**src/rtl/weight_buffer.sv**
```systemverilog
// weight_buffer
//   Parametrised weight memory for the systolic array feeder. DEPTH weights of
//   DATA_W bits are loaded as a sequential valid/ready stream, then served LANES
//   consecutive weights per read request with wrap-around addressing and a
//   single registered cycle of latency.
//
//   Optional feature macro: WEIGHT_BUF_ZERO_FILL_EN
//     defined   : lanes whose wrapped index is >= wcount read as zero
//     undefined : those lanes return whatever the memory still holds
//
// Ports
//   clk, rst            clock, asynchronous active-high reset
//   ld_start            pulse: begin a new load at entry 0 (accepted in any state)
//   ld_valid/ld_ready   load beat handshake
//   ld_data, ld_last    load payload, final-beat marker
//   rd_req/rd_ready     read request handshake
//   rd_addr             base entry of the read
//   rd_valid            1-cycle pulse qualifying rd_data / rd_err
//   rd_data             lane k at bits [k*DATA_W +: DATA_W]
//   rd_err              rd_addr was >= DEPTH (rd_data forced to zero)
//   loaded              a complete load is present
//   wcount              entries written by the last or current load

module weight_buffer #(
  parameter int DATA_W = 8,
  parameter int DEPTH  = 16,
  parameter int LANES  = 4,
  parameter int ADDR_W = $clog2(DEPTH)
) (
  input  logic                    clk,
  input  logic                    rst,
  input  logic                    ld_start,
  input  logic                    ld_valid,
  input  logic [DATA_W-1:0]       ld_data,
  input  logic                    ld_last,
  output logic                    ld_ready,
  input  logic                    rd_req,
  input  logic [ADDR_W-1:0]       rd_addr,
  output logic                    rd_ready,
  output logic                    rd_valid,
  output logic [LANES*DATA_W-1:0] rd_data,
  output logic                    rd_err,
  output logic                    loaded,
  output logic [ADDR_W:0]         wcount
);

  // Memory is indexed with exactly as many bits as DEPTH needs; ADDR_W may be
  // wider so that out-of-range base addresses can be presented and flagged.
  localparam int                MEM_AW   = $clog2(DEPTH);
  localparam logic [ADDR_W:0]   DEPTH_W  = (ADDR_W+1)'(DEPTH);
  localparam logic [MEM_AW-1:0] LAST_PTR = MEM_AW'(DEPTH - 1);

  typedef enum logic [1:0] {
    IDLE,
    LOAD,
    SERVE
  } state_t;

  state_t              state_reg;
  logic [MEM_AW-1:0]   wptr_reg;
  logic [DATA_W-1:0]   mem [DEPTH];

  logic                ld_beat;
  logic                ld_end;
  logic                rd_acc;
  logic                rd_oob;
  logic [LANES*DATA_W-1:0] lane_data;

  // ld_start takes priority over anything else in the same cycle: a beat or a
  // read request arriving alongside it is discarded.
  assign ld_beat = ld_valid & ld_ready & ~ld_start;
  assign ld_end  = ld_beat & (ld_last | (wptr_reg == LAST_PTR));
  assign rd_acc  = rd_req & rd_ready & ~ld_start;
  assign rd_oob  = {1'b0, rd_addr} >= DEPTH_W;

  // Write port (memory contents are intentionally not reset).
  always_ff @(posedge clk) begin
    if (ld_beat) begin
      mem[wptr_reg] <= ld_data;
    end
  end

  // Per-lane wrapped index. The base is < DEPTH whenever the result is used,
  // and LANES <= DEPTH, so one compare-and-subtract is enough even for a
  // non-power-of-two DEPTH.
  generate
    for (genvar gi = 0; gi < LANES; gi++) begin : g_lane
      logic [ADDR_W:0]   lane_sum;
      logic [ADDR_W:0]   lane_idx;
      logic [DATA_W-1:0] lane_word;
      logic              lane_unused;

      assign lane_sum    = {1'b0, rd_addr} + (ADDR_W+1)'(gi);
      assign lane_idx    = (lane_sum >= DEPTH_W) ? (lane_sum - DEPTH_W) : lane_sum;
      // Upper index bits only matter for the zero-fill compare.
      assign lane_unused = ^lane_idx[ADDR_W:MEM_AW];

`ifdef WEIGHT_BUF_ZERO_FILL_EN
      assign lane_word = (lane_idx >= wcount) ? '0 : mem[lane_idx[MEM_AW-1:0]];
`else
      assign lane_word = mem[lane_idx[MEM_AW-1:0]];
`endif

      assign lane_data[gi*DATA_W +: DATA_W] = rd_oob ? '0 : lane_word;
    end
  endgenerate

  // Control FSM plus all registered outputs.
  always_ff @(posedge clk or posedge rst) begin
    if (rst) begin
      state_reg <= IDLE;
      wptr_reg  <= '0;
      ld_ready  <= 1'b0;
      rd_ready  <= 1'b0;
      rd_valid  <= 1'b0;
      rd_data   <= '0;
      rd_err    <= 1'b0;
      loaded    <= 1'b0;
      wcount    <= '0;
    end else begin
      // Read pipeline: rd_data / rd_err only change on an accepted request.
      rd_valid <= rd_acc;
      if (rd_acc) begin
        rd_data <= lane_data;
        rd_err  <= rd_oob;
      end

      if (ld_start) begin
        // New load from entry 0, from any state (restart if already loading).
        state_reg <= LOAD;
        ld_ready  <= 1'b1;
        rd_ready  <= 1'b0;
        wptr_reg  <= '0;
        wcount    <= '0;
        loaded    <= 1'b0;
      end else begin
        unique case (state_reg)
          IDLE: begin
            ld_ready <= 1'b0;
            rd_ready <= 1'b0;
          end
          LOAD: begin
            if (ld_beat) begin
              wptr_reg <= wptr_reg + MEM_AW'(1);
              if (wcount != DEPTH_W) begin
                wcount <= wcount + (ADDR_W+1)'(1);
              end
              if (ld_end) begin
                state_reg <= SERVE;
                ld_ready  <= 1'b0;
                rd_ready  <= 1'b1;
                loaded    <= 1'b1;
              end
            end
          end
          SERVE: begin
            ld_ready <= 1'b0;
            rd_ready <= 1'b1;
          end
          default: begin
            state_reg <= IDLE;
            ld_ready  <= 1'b0;
            rd_ready  <= 1'b0;
          end
        endcase
      end
    end
  end

endmodule

```
**config.mk**
```make
export PLATFORM = sky130hd
export DESIGN_NAME = weight_buffer
export DESIGN_NICKNAME = d
export VERILOG_FILES = /design/src/rtl/weight_buffer.sv
export SDC_FILE = /design/constraint.sdc
export NUM_CORES = 1
export LEC_CHECK = 0
export CELL_PAD_IN_SITES_DETAIL_PLACEMENT = 0
export CELL_PAD_IN_SITES_GLOBAL_PLACEMENT = 1
export CORE_UTILIZATION = 41
export DETAILED_ROUTE_END_ITERATION = 16
export PLACE_DENSITY = 0.71
export SLEW_MARGIN = 20
export SYNTH_ARGS = -nofsm -noshare
export SYNTH_HDL_FRONTEND = slang
export SYNTH_SLANG_ARGS = --single-unit
```
**constraint.sdc**
```tcl
create_clock -name clk -period 3.7 [get_ports clk]
set_input_delay 0.74 -clock clk [delete_from_list [all_inputs] [get_ports clk]]
set_output_delay 0.74 -clock clk [all_outputs]
set_load 0.05 [all_outputs]
```
### Clock network drawn from the DEF, run 1

Scale bar: 50 µm.
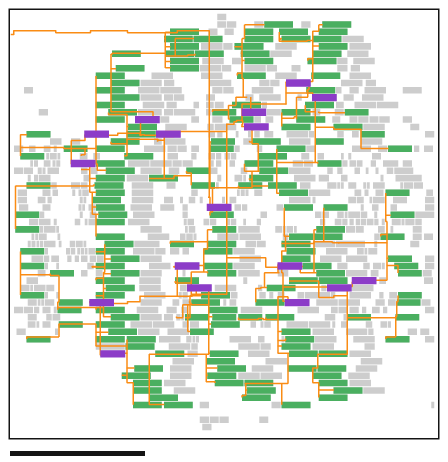
purple -> cells driving clock nets  # count 17
green -> flip-flops  # count 175
orange -> clock wires  # length 2,020 µm
routed clock nets = 18

### Clock nets, run 1

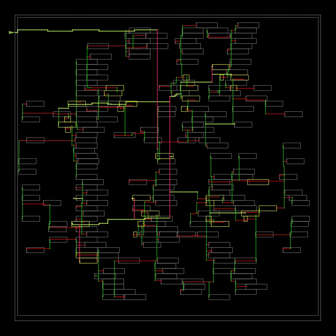
post-route clock skew: 10.2 ps
total clock sinks: 175
clock buffer count in the final layout: 18

### Sequential cells colored by netlist name, run 1

Other sequential cells in the stronger gray, the rest of the logic in the fainter gray.
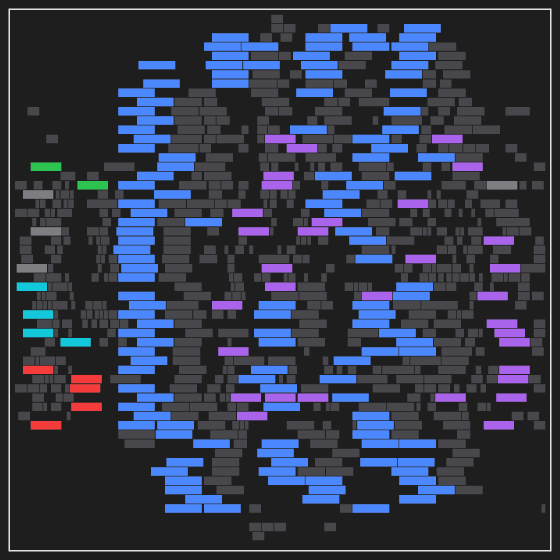
green -> state_reg  # flops 2
red -> wcount  # flops 5
cyan -> wptr_reg  # flops 4, where west
blue -> mem  # flops 128
purple -> rd_data  # flops 32
not colored = 4
register share of the cell area: 42.9%
Seq. pwr: 0.00247 W

-- run 1: stage by stage --
step                      setup WS [ps]  cells
after global routing                769   1049
after floorplan                     630    649
after CTS                           940   1049
after global placement              549   1017
final                               871   1049
after detailed placement            490   1017
-- run 1: worst reg2reg max path, cell delays in order (launching register included) --
cell	delay [ps]
sky130_fd_sc_hd__dfrtp_1	370
sky130_fd_sc_hd__nand3b_1	410
sky130_fd_sc_hd__a21oi_1	960
sky130_fd_sc_hd__a22oi_1	230
sky130_fd_sc_hd__nand2_1	110
-- run 1: path summary, 6_finish.rpt --
check	from	to	cells after the start
min in group asynchronous	rst	rd_valid$_DFF_PP0_	2
worst min register to register	rd_data[21]$_DFFE_PP0P_	rd_data[21]$_DFFE_PP0P_	2
worst max-delay path	rd_addr[2]	rd_data[10]$_DFFE_PP0P_	7
max in group asynchronous	rst	state_reg[1]$_DFFE_PP0P_	2
worst max register to register	rd_ready$_DFFE_PP0P_	rd_data[10]$_DFFE_PP0P_	4
worst min-delay path	rd_data[21]$_DFFE_PP0P_	rd_data[21]$_DFFE_PP0P_	2
-- run 1: cell type report --
class | count | area, µm² | share of cell area, %
clock inverter | 14 | 154 | 1.31
sequential | 175 | 5020 | 42.9
inverter | 13 | 51.3 | 0.438
multi-input combinational | 413 | 4750 | 40.6
clock buffer | 18 | 450 | 3.85
tap | 324 | 405 | 3.46
timing repair buffer | 92 | 881 | 7.52
-- run 1: cells in the final DEF (no fill, tap or decap), types with 3 or more instances in the layout --
cell,synthesis,final
sky130_fd_sc_hd__edfxtp_1,128,128
sky130_fd_sc_hd__mux4_2,112,112
sky130_fd_sc_hd__clkdlybuf4s50_1,0,56
sky130_fd_sc_hd__dfrtp_1,47,47
sky130_fd_sc_hd__nand2_1,43,43
sky130_fd_sc_hd__nor2_1,34,34
sky130_fd_sc_hd__mux2i_1,32,32
sky130_fd_sc_hd__buf_4,4,32
sky130_fd_sc_hd__mux2_2,28,28
sky130_fd_sc_hd__clkbuf_16,0,18
sky130_fd_sc_hd__a22oi_1,16,16
sky130_fd_sc_hd__nor3_1,15,15
sky130_fd_sc_hd__and2_1,15,15
sky130_fd_sc_hd__o31ai_1,15,15
sky130_fd_sc_hd__ha_1,13,12
sky130_fd_sc_hd__inv_1,12,11
sky130_fd_sc_hd__and3_1,10,10
sky130_fd_sc_hd__a211oi_1,9,9
sky130_fd_sc_hd__a211o_1,8,8
sky130_fd_sc_hd__a31oi_1,7,7
sky130_fd_sc_hd__xor2_1,7,6
sky130_fd_sc_hd__o22ai_1,6,6
sky130_fd_sc_hd__a22o_1,6,6
sky130_fd_sc_hd__xnor2_1,4,4
sky130_fd_sc_hd__a21oi_1,4,4
sky130_fd_sc_hd__buf_12,2,4
sky130_fd_sc_hd__nand4_1,3,3
sky130_fd_sc_hd__o21ai_0,3,3
sky130_fd_sc_hd__clkinv_2,0,3
sky130_fd_sc_hd__clkinv_4,0,3
sky130_fd_sc_hd__inv_6,0,3
-- run 1: layer usage --
metal | vias to the layer above | share of wire (%)
li1 | 2771 | -
met1 | 3395 | 39
met2 | 289 | 51
met3 | 46 | 6.4
met4 | 0 | 3.1
met5 | - | 0
==> design notes, run 1 <==
The run finished with clean final reports. The cell type with the largest total area was sky130_fd_sc_hd__edfxtp_1. The number of placement rows is 57. The fraction of the mapped netlist area in compound gates was 6.03%; the net count after synthesis was 680.

The CTS buffer count is 17, and the number of H-tree levels is 4. In this run the critical path is formed by clkdlybuf4s50_1 -> buf_4 -> ha_1 -> nand3b_1 -> a21oi_1 -> a22oi_1 -> nand2_1. Data required time of the worst path: 4070 ps. The tools report the number of antenna violations at the first check in global routing as 0.

The most numerous cell in the Yosys netlist was sky130_fd_sc_hd__edfxtp_1. Hold timing on the final database bottoms out at a slack of 487 ps. Using the TritonRoute via totals, the vias-per-cell ratio works out to 6.20. The fraction of synthesized cell area taken by the top area cell type was 38.0%.

In the global route stage, met1 resource usage came out at 28.1%. Routing resource usage on met2 recorded by global route was 37.2%. In the placement report, post-DP HPWL is listed as 18,600 µm. TritonCTS built the clock tree. The clock transition at the registers of the reported paths is 70 ps. The buffer levels on the longest clock path came out at 2. Post-CTS repair changed the size of 0 cells. For this design the top-level I/O count stands at 60.

The run gives 76.5% for the final period utilization. The largest registers in the layout are mem x128, rd_data x32, wcount x5. The final weighted congestion recorded by global placement is 0.877. Area of the core: 24,200 µm². The post-CTS setup-driven buffer insertion count was 0. After synthesis, flip-flops and latches occupy 49.6% of the total area. The run gives 128 for the number of flip-flops in the largest register. Largest fanout of any net on the critical path: 11. The final layout report lists a filler cell count of 2,057. For the pin with the worst max-slew slack, the measured transition is 1120 ps.

The iteration tally of the first detailed-router pass came out at 5. With the number of setup violations in the final report at 0, the count of cell types in the netlist is 47. Looking at the power breakdown, sequential logic takes 39.9% of the total.

The final max-slew violation count recorded for this run is 0. Counting endpoints that fail hold in the final report gives 0. In this build the clock could be raised as far as 353 MHz. Across all layers, the routed design uses 6,501 vias. The clock network fraction of total power came out at 29.5%. The worst setup path is launched from an input pin. The logs give a warning total of 36. The area fraction in and, or, nand and nor cells came out at 5.94%.

Total number of yosys warnings: 0. The power per unit of standard cell area came out at 529 nW/µm². The horizontal die dimension was 159 µm; the peak ir drop on the vdd network was 0.370 mV.

The path class of the tightest hold or removal check is register to register. STA puts the critical path data arrival time at 3200 ps.
### Placement by cell class, run 1

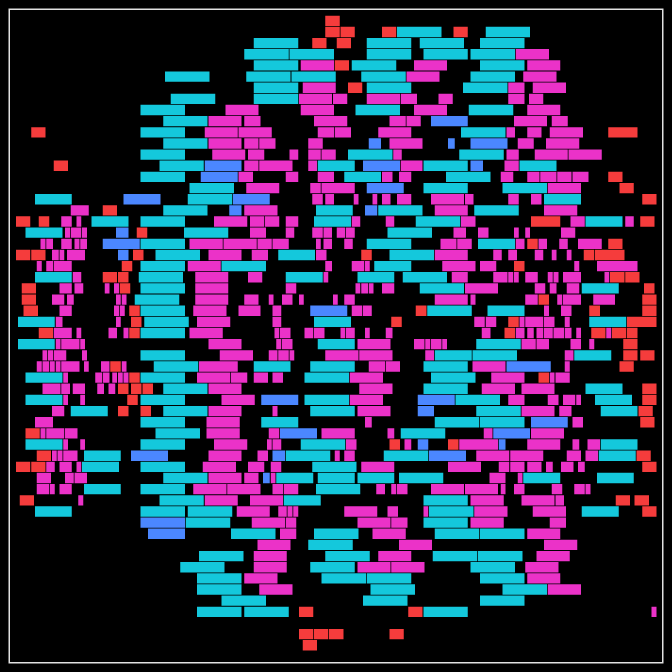

## Run 2: what changed since run 1
- PLACE_DENSITY: 0.71 -> 0.73
- clock period: 3.7 -> 2.5 ns (I/O delays scaled with it)
### Placement by cell class, run 2

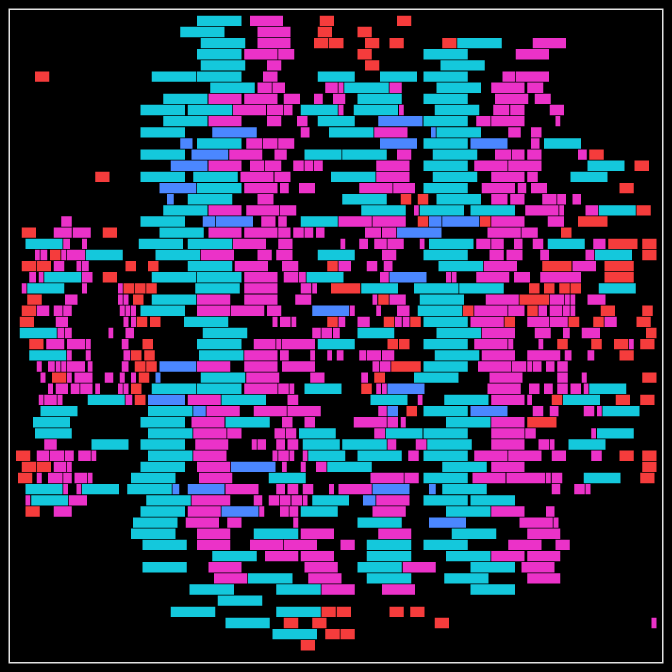
red -> other buffers and delay cells  # cells 111
blue -> clock drivers and dummy loads  # cells 32
magenta -> all other logic  # cells 426
cyan -> flip-flops  # cells 175

==> run 2 against run 1 <==
  * Die area unchanged
  * Clock-buffer cell count unchanged
  * Clock skew is 2.0 ps lower
  * Sequential cell count unchanged
  * Critical path type is now register to primary output
  * Largest power group unchanged
==> design notes, run 2 <==
The HPWL after detailed placement is 19,400 µm (+4.6%). The run gives 2,056 (-0.049%) for the final-layout fill cell count. The run gives 0 (unchanged) for the total number of yosys warnings.

The flow reports an fmax of 449 MHz. Per the OpenROAD power report, leakage power amounts to 4.28 nW. The run gives 24,200 µm² (unchanged) as the area of the core. The run gives 54.7% for the remaining max-slew budget at the tightest pin.

The signal on the critical path passes through clkdlybuf4s50_1. The number of sinks on the clock net came out at 175 (unchanged). The worst setup path is launched from a register.

The number of antenna violations at the first check in global routing came out at 0 (unchanged). The chip area line in the Yosys stat output reads 10,100 µm². The largest fanout of any net on the critical path was 2 (-9); the count of cell types in the netlist was 47 (unchanged).

With the post-CTS setup-driven buffer insertion count at 0 (unchanged), the number of setup violations in the final report is 0 (unchanged). The via count is 6,628 (+2.0%). The largest registers in the layout are mem x128, rd_data x32, wcount x5. The path category of the worst min-delay check was input pin to asynchronous set/reset pin. The run gives 60 (unchanged) for the count of boundary I/O pins. The final period utilization is 89.1%.

The sequential element share of the synthesized area was 49.6% (unchanged); the residual antenna-violating net count after detailed routing was 0. The fraction of synthesized cell area taken by the top area cell type is 38.0% (unchanged). The tools report the cell at the root of the clock tree as sky130_fd_sc_hd__clkbuf_16.

The run gives 0 (unchanged) for the count of endpoints failing hold in the final timing report. Summed over all instances, the cell type with the most area after synthesis is sky130_fd_sc_hd__edfxtp_1. The power per unit of standard cell area was 780 nW/µm² (+47%); the arrival time at the worst endpoint was 1730 ps (-1470 ps). The number of flip-flops in the largest register was 128 (unchanged).

The flow ran to the end, and the final reports show no timing, DRC or antenna violations. The slew of the pin with the lowest slew margin was 674 ps (-445 ps). The iteration tally of the first detailed-router pass was 5 (unchanged); the routed via count divided by cell count was 6.21 (+0.14%). The commonest register cell after synthesis was sky130_fd_sc_hd__edfxtp_1. The logs give 680 (unchanged) for the net count after synthesis and 2 (unchanged) for the buffer levels on the longest clock path.

In the layout the commonest cells are sky130_fd_sc_hd__edfxtp_1, sky130_fd_sc_hd__mux4_2, sky130_fd_sc_hd__clkdlybuf4s50_1, sky130_fd_sc_hd__dfrtp_1, sky130_fd_sc_hd__buf_4. The number of placement rows was 57 (unchanged). The peak ir drop on the vdd network is 0.485 mV (+31%), and the horizontal die dimension is 159 µm (unchanged). The most common cell after layout, fill and taps aside is sky130_fd_sc_hd__edfxtp_1. By instance count, the leading cell after synthesis is sky130_fd_sc_hd__edfxtp_1. The tools report the number of instances resized during post-cts repair as 0 (unchanged). The number of OpenROAD warnings was 34 (-5.6%). The clock transition at the registers of the reported paths was 70 ps (about the same); the number of H-tree levels was 4 (unchanged).

With the data required time of the worst path at 2000 ps (-2070 ps), the final-layout worst hold slack is 422 ps (-64.7 ps). TritonCTS built the clock tree.
### Clock nets, run 2

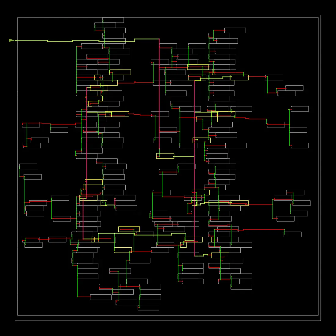
number of sequential cells: 175
total CTS buffers: 17
clock network latency to the later pin of the worst-skew pair: 430 ps
post-route clock skew: 8.20 ps
Clk power: 0.00279 W

==> run 2: cell counts after synthesis <==
No cell type changed its count.
==> run 2: per-layer routing <==
layer	up-vias	wire [µm]	GRT usage [%]
met5	-	0	0
met4	0	1210	11.0
met3	70	1810	3.78
met2	319	14200	39.1
met1	3420	10100	27.4
li1	2819	-	-
==> run 2: cell families (layout without fill, tap and decap cells) <==
family | count (synthesis) | after routing | synth area share [%]
other | 1 | 1 | 0.0371
multiplexers | 176 | 176 | 32.1
adder cells (fa/ha/maj) | 13 | 13 | 1.61
buffers and inverters | 61 | 156 | 3.46
flip-flops | 175 | 175 | 49.6
AND/OR/NAND/NOR | 129 | 129 | 5.94
XOR/XNOR | 12 | 12 | 1.23
AND-OR/OR-AND | 82 | 82 | 6.03
==> run 2: path summary, 6_finish.rpt <==
path	slack (ps)	end	startpoint	cells past startpoint
max	270	rd_data[8]	rd_data[8]$_DFFE_PP0P_	1
min	420	rd_data[26]$_DFFE_PP0P_	rst	2
max reg2reg	710	rd_data[11]$_DFFE_PP0P_	rd_ready$_DFFE_PP0P_	5
min reg2reg	490	rd_data[18]$_DFFE_PP0P_	rd_data[18]$_DFFE_PP0P_	2
max in group asynchronous	1530	loaded$_DFFE_PP0P_	rst	3
min in group clk	490	rd_data[18]$_DFFE_PP0P_	rd_data[18]$_DFFE_PP0P_	2
==> run 2: where the power goes <==
group	total [W]	internal (W)	switching (W)
clock	0.00279	0.00167	0.00111
sequential	0.00365	0.00341	0.000244
combinational	0.00287	0.00112	0.00175
==> run 2: worst register-to-register path, stage by stage, from the launching register on <==
cell	delay, ps
sky130_fd_sc_hd__dfrtp_1	380
sky130_fd_sc_hd__nand3b_1	270
sky130_fd_sc_hd__nor3_1	660
sky130_fd_sc_hd__buf_4	270
sky130_fd_sc_hd__a22oi_1	80
sky130_fd_sc_hd__nand2_1	80
==> run 2: cell type report <==
| cell class | instances | area [µm²] | share of cell area (%) |
|---|---|---|---|
| timing repair buffer | 111 | 1090 | 9.10 |
| tap | 324 | 405 | 3.40 |
| inverter | 13 | 48.8 | 0.409 |
| clock inverter | 14 | 190 | 1.59 |
| sequential | 175 | 5020 | 42.1 |
| clock buffer | 18 | 429 | 3.60 |
| multi-input combinational | 413 | 4750 | 39.8 |
==> run 2: metrics by stage <==
stage | utilization, % | worst slack [ps] | cells | cell area [µm²] | total power (W)
final | 49.2 | 273 | 1068 | 11900 | 0.00931
after global routing | 49.2 | 228 | 1068 | 11900 | 0.00962
after CTS | 49.2 | 269 | 1068 | 11900 | 0.00937
after detailed placement | 46.6 | 46.0 | 1036 | 11300 | 0.00659
after global placement | 46.6 | 59.0 | 1036 | 11300 | 0.00654
after floorplan | - | 7.72 | 649 | 10200 | 0.00557
### Logic cells by family, run 2

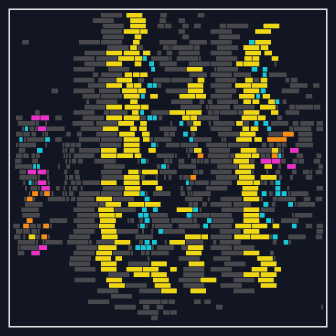

## Run 3: what changed since run 2
- MAX_ROUTING_LAYER: not set -> met4
- SLEW_MARGIN: 20 -> 10
### Logic cells by family, run 3

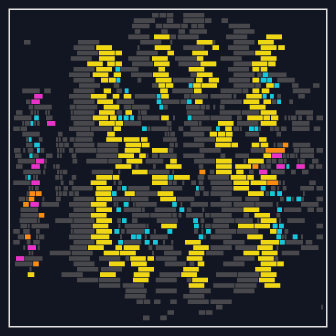
yellow -> multiplexers  # cells 176
orange -> XOR/XNOR gates  # cells 12
cyan -> inverting AOI/OAI gates  # cells 64
magenta -> adder and majority cells  # cells 13

==> run 3 against run 2 <==
  * Via count rose by 0.80%
  * Cell count rose by 0.84%
  * Hold slack improved by 16 ps
  * Combinational power barely moved
  * Critical path depth did not move
  * Critical endpoint is now wcount[2]
  * Clock power fell by 4%
  * Register-to-register slack got worse by 160 ps
  * Synthesized cell count did not move
  * Largest cell class unchanged
  * Highest routed layer unchanged
==> design notes, run 3 <==
The run gives 175 (unchanged) as the number of sinks on the clock net. Capture instance of the worst register-to-register path: rd_data[11]$_DFFE_PP0P_. The global routing met1 resource utilization is 29.0% (+1.6 points). The termination of the worst setup path was wcount[2]. The logs give 60 (unchanged) for the count of boundary I/O pins and 57 (unchanged) for the number of placement rows. With the number of instances resized during post-cts repair at 0 (unchanged), the final-layout worst hold slack is 439 ps (+16.3 ps). The signal on the critical path passes through clkdlybuf4s50_1.

For the HPWL after detailed placement, the log shows 19,700 µm (+1.6%). The buffer levels on the longest clock path was 2 (unchanged). The run gives 0 (unchanged) for the count of endpoints failing hold in the final timing report. The standard cell area after detailed placement came out at 11,400 µm² (+0.93%). The fraction of the mapped netlist area in compound gates was 6.03% (unchanged). The most numerous cell in the Yosys netlist was sky130_fd_sc_hd__edfxtp_1. The net count after synthesis came out at 680 (unchanged). The number of flip-flops in the largest register was 128 (unchanged); the peak ir drop on the vdd network was 0.555 mV (+14%). STA reports the tightest min-delay check as being of type input pin to asynchronous set/reset pin.

Logic depth of the worst setup path including buffers: 1 (unchanged). The cell type with the largest total area is sky130_fd_sc_hd__edfxtp_1. In the layout the commonest cells are sky130_fd_sc_hd__edfxtp_1, sky130_fd_sc_hd__mux4_2, sky130_fd_sc_hd__clkdlybuf4s50_1, sky130_fd_sc_hd__buf_4, sky130_fd_sc_hd__dfrtp_1. The flow ran to the end, and the final reports show no timing, DRC or antenna violations. The most common cell after layout, fill and taps aside is sky130_fd_sc_hd__edfxtp_1. The tools report the data required time of the worst path as 2000 ps (about the same). The tools report the startpoint of the most critical setup path as wcount[2]$_DFFE_PP0P_. Count of cell types in the netlist: 47 (unchanged). For the CTS buffer count, the log shows 17 (unchanged). The area fraction in mux cells works out to 32.1% (unchanged).

With the parity-gate share of the synthesized area counting xor and xnor cells at 1.23% (unchanged), the remaining max-slew budget at the tightest pin is 47.2% (-7.5 points). The run gives 12,000 µm² (+0.62%) for the post-route cell area. The category of the worst setup path launch point was a register. The run gives 38.6% (-0.50 points) as the global routing usage on met2. The largest registers in the layout are mem x128, rd_data x32, wcount x5.

Leakage power: 4.33 nW (+1.0%). The depth of the most critical reg-to-reg path works out to 5 (unchanged). The number of OpenROAD warnings was 34 (unchanged); the sequential element share of the synthesized area was 49.6% (unchanged).
### Sequential cells colored by netlist name, run 3

Other sequential cells in the stronger gray, the rest of the logic in the fainter gray.
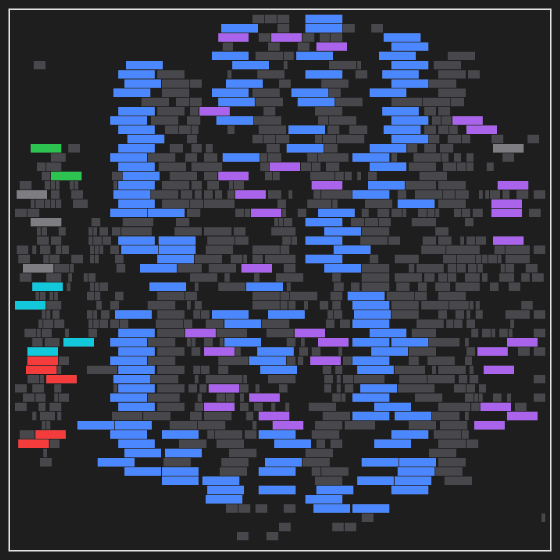
red -> wcount  # flops 5
purple -> rd_data  # flops 32
blue -> mem  # flops 128
cyan -> wptr_reg  # flops 4, where west
green -> state_reg  # flops 2
Util after Layout: 49.5%
Sequential cell area: 5020 µm²
Seq. pwr: 0.00365 W
register share of the cell area: 41.8%

==> run 3: layout make-up <==
type | count | area (µm²) | area share [%]
Timing Repair Buffer | 120 | 1190 | 9.92
Sequential cell | 175 | 5020 | 41.8
Multi-Input combinational cell | 413 | 4750 | 39.6
Clock buffer | 19 | 433 | 3.61
Clock inverter | 13 | 155 | 1.29
Inverter | 13 | 48.8 | 0.407
Tap cell | 324 | 405 | 3.38
==> run 3: logic make-up (layout without fill, tap and decap cells) <==
kind of cell             after synthesis  count (layout)
AND-OR/OR-AND                         82              82
XOR/XNOR                              12              12
multiplexers                         176             176
flip-flops                           175             175
other                                  1               1
AND/OR/NAND/NOR                      129             129
buffers and inverters                 61             165
adder cells (fa/ha/maj)               13              13
==> run 3: per-layer routing <==
metal  wire length [µm]  up-vias
met5                  0        -
met4                790        0
met3               1940       45
met2              14300      327
met1              10800     3479
li1                   -     2830
==> run 3: per-stage QoR <==
stage                     power (W)  setup slack [ps]  utilization (%)  instances  setup TNS [ps]
after floorplan             0.00557              7.72                -        649               0
after global placement      0.00657              14.5             47.1       1045               0
after detailed placement    0.00662             -16.2             47.1       1045           -23.2
after CTS                   0.00928               249             49.5       1077               0
after global routing        0.00955               201             49.5       1077               0
final                       0.00923               257             49.5       1077               0
==> run 3: worst min-delay path, delay by kind of cell <==
kind,cells,cell delay [ps]
buffers and inverters,3,760
==> run 3: power breakdown <==
| part | internal, W | total, W | switching (W) |
|---|---|---|---|
| registers | 0.00341 | 0.00365 | 0.000241 |
| logic | 0.00113 | 0.00290 | 0.00177 |
| clock network | 0.00150 | 0.00268 | 0.00118 |
==> run 3: how the worst min path moves through the flow <==
stage | from | slack [ps] | depth (start not counted) | end
after floorplan | state_reg[0]$_DFFE_PP0P_ | 480 | 1 | state_reg[0]$_DFFE_PP0P_
after global placement | rd_data[2]$_DFFE_PP0P_ | 470 | 1 | rd_data[2]$_DFFE_PP0P_
after detailed placement | rd_data[21]$_DFFE_PP0P_ | 480 | 2 | rd_data[21]$_DFFE_PP0P_
after CTS | rst | 450 | 3 | rd_data[6]$_DFFE_PP0P_
after global routing | rst | 460 | 3 | rd_data[26]$_DFFE_PP0P_
final | rst | 440 | 3 | rd_data[6]$_DFFE_PP0P_
Power figures rest on the tool's default switching activity, not on a simulated workload.
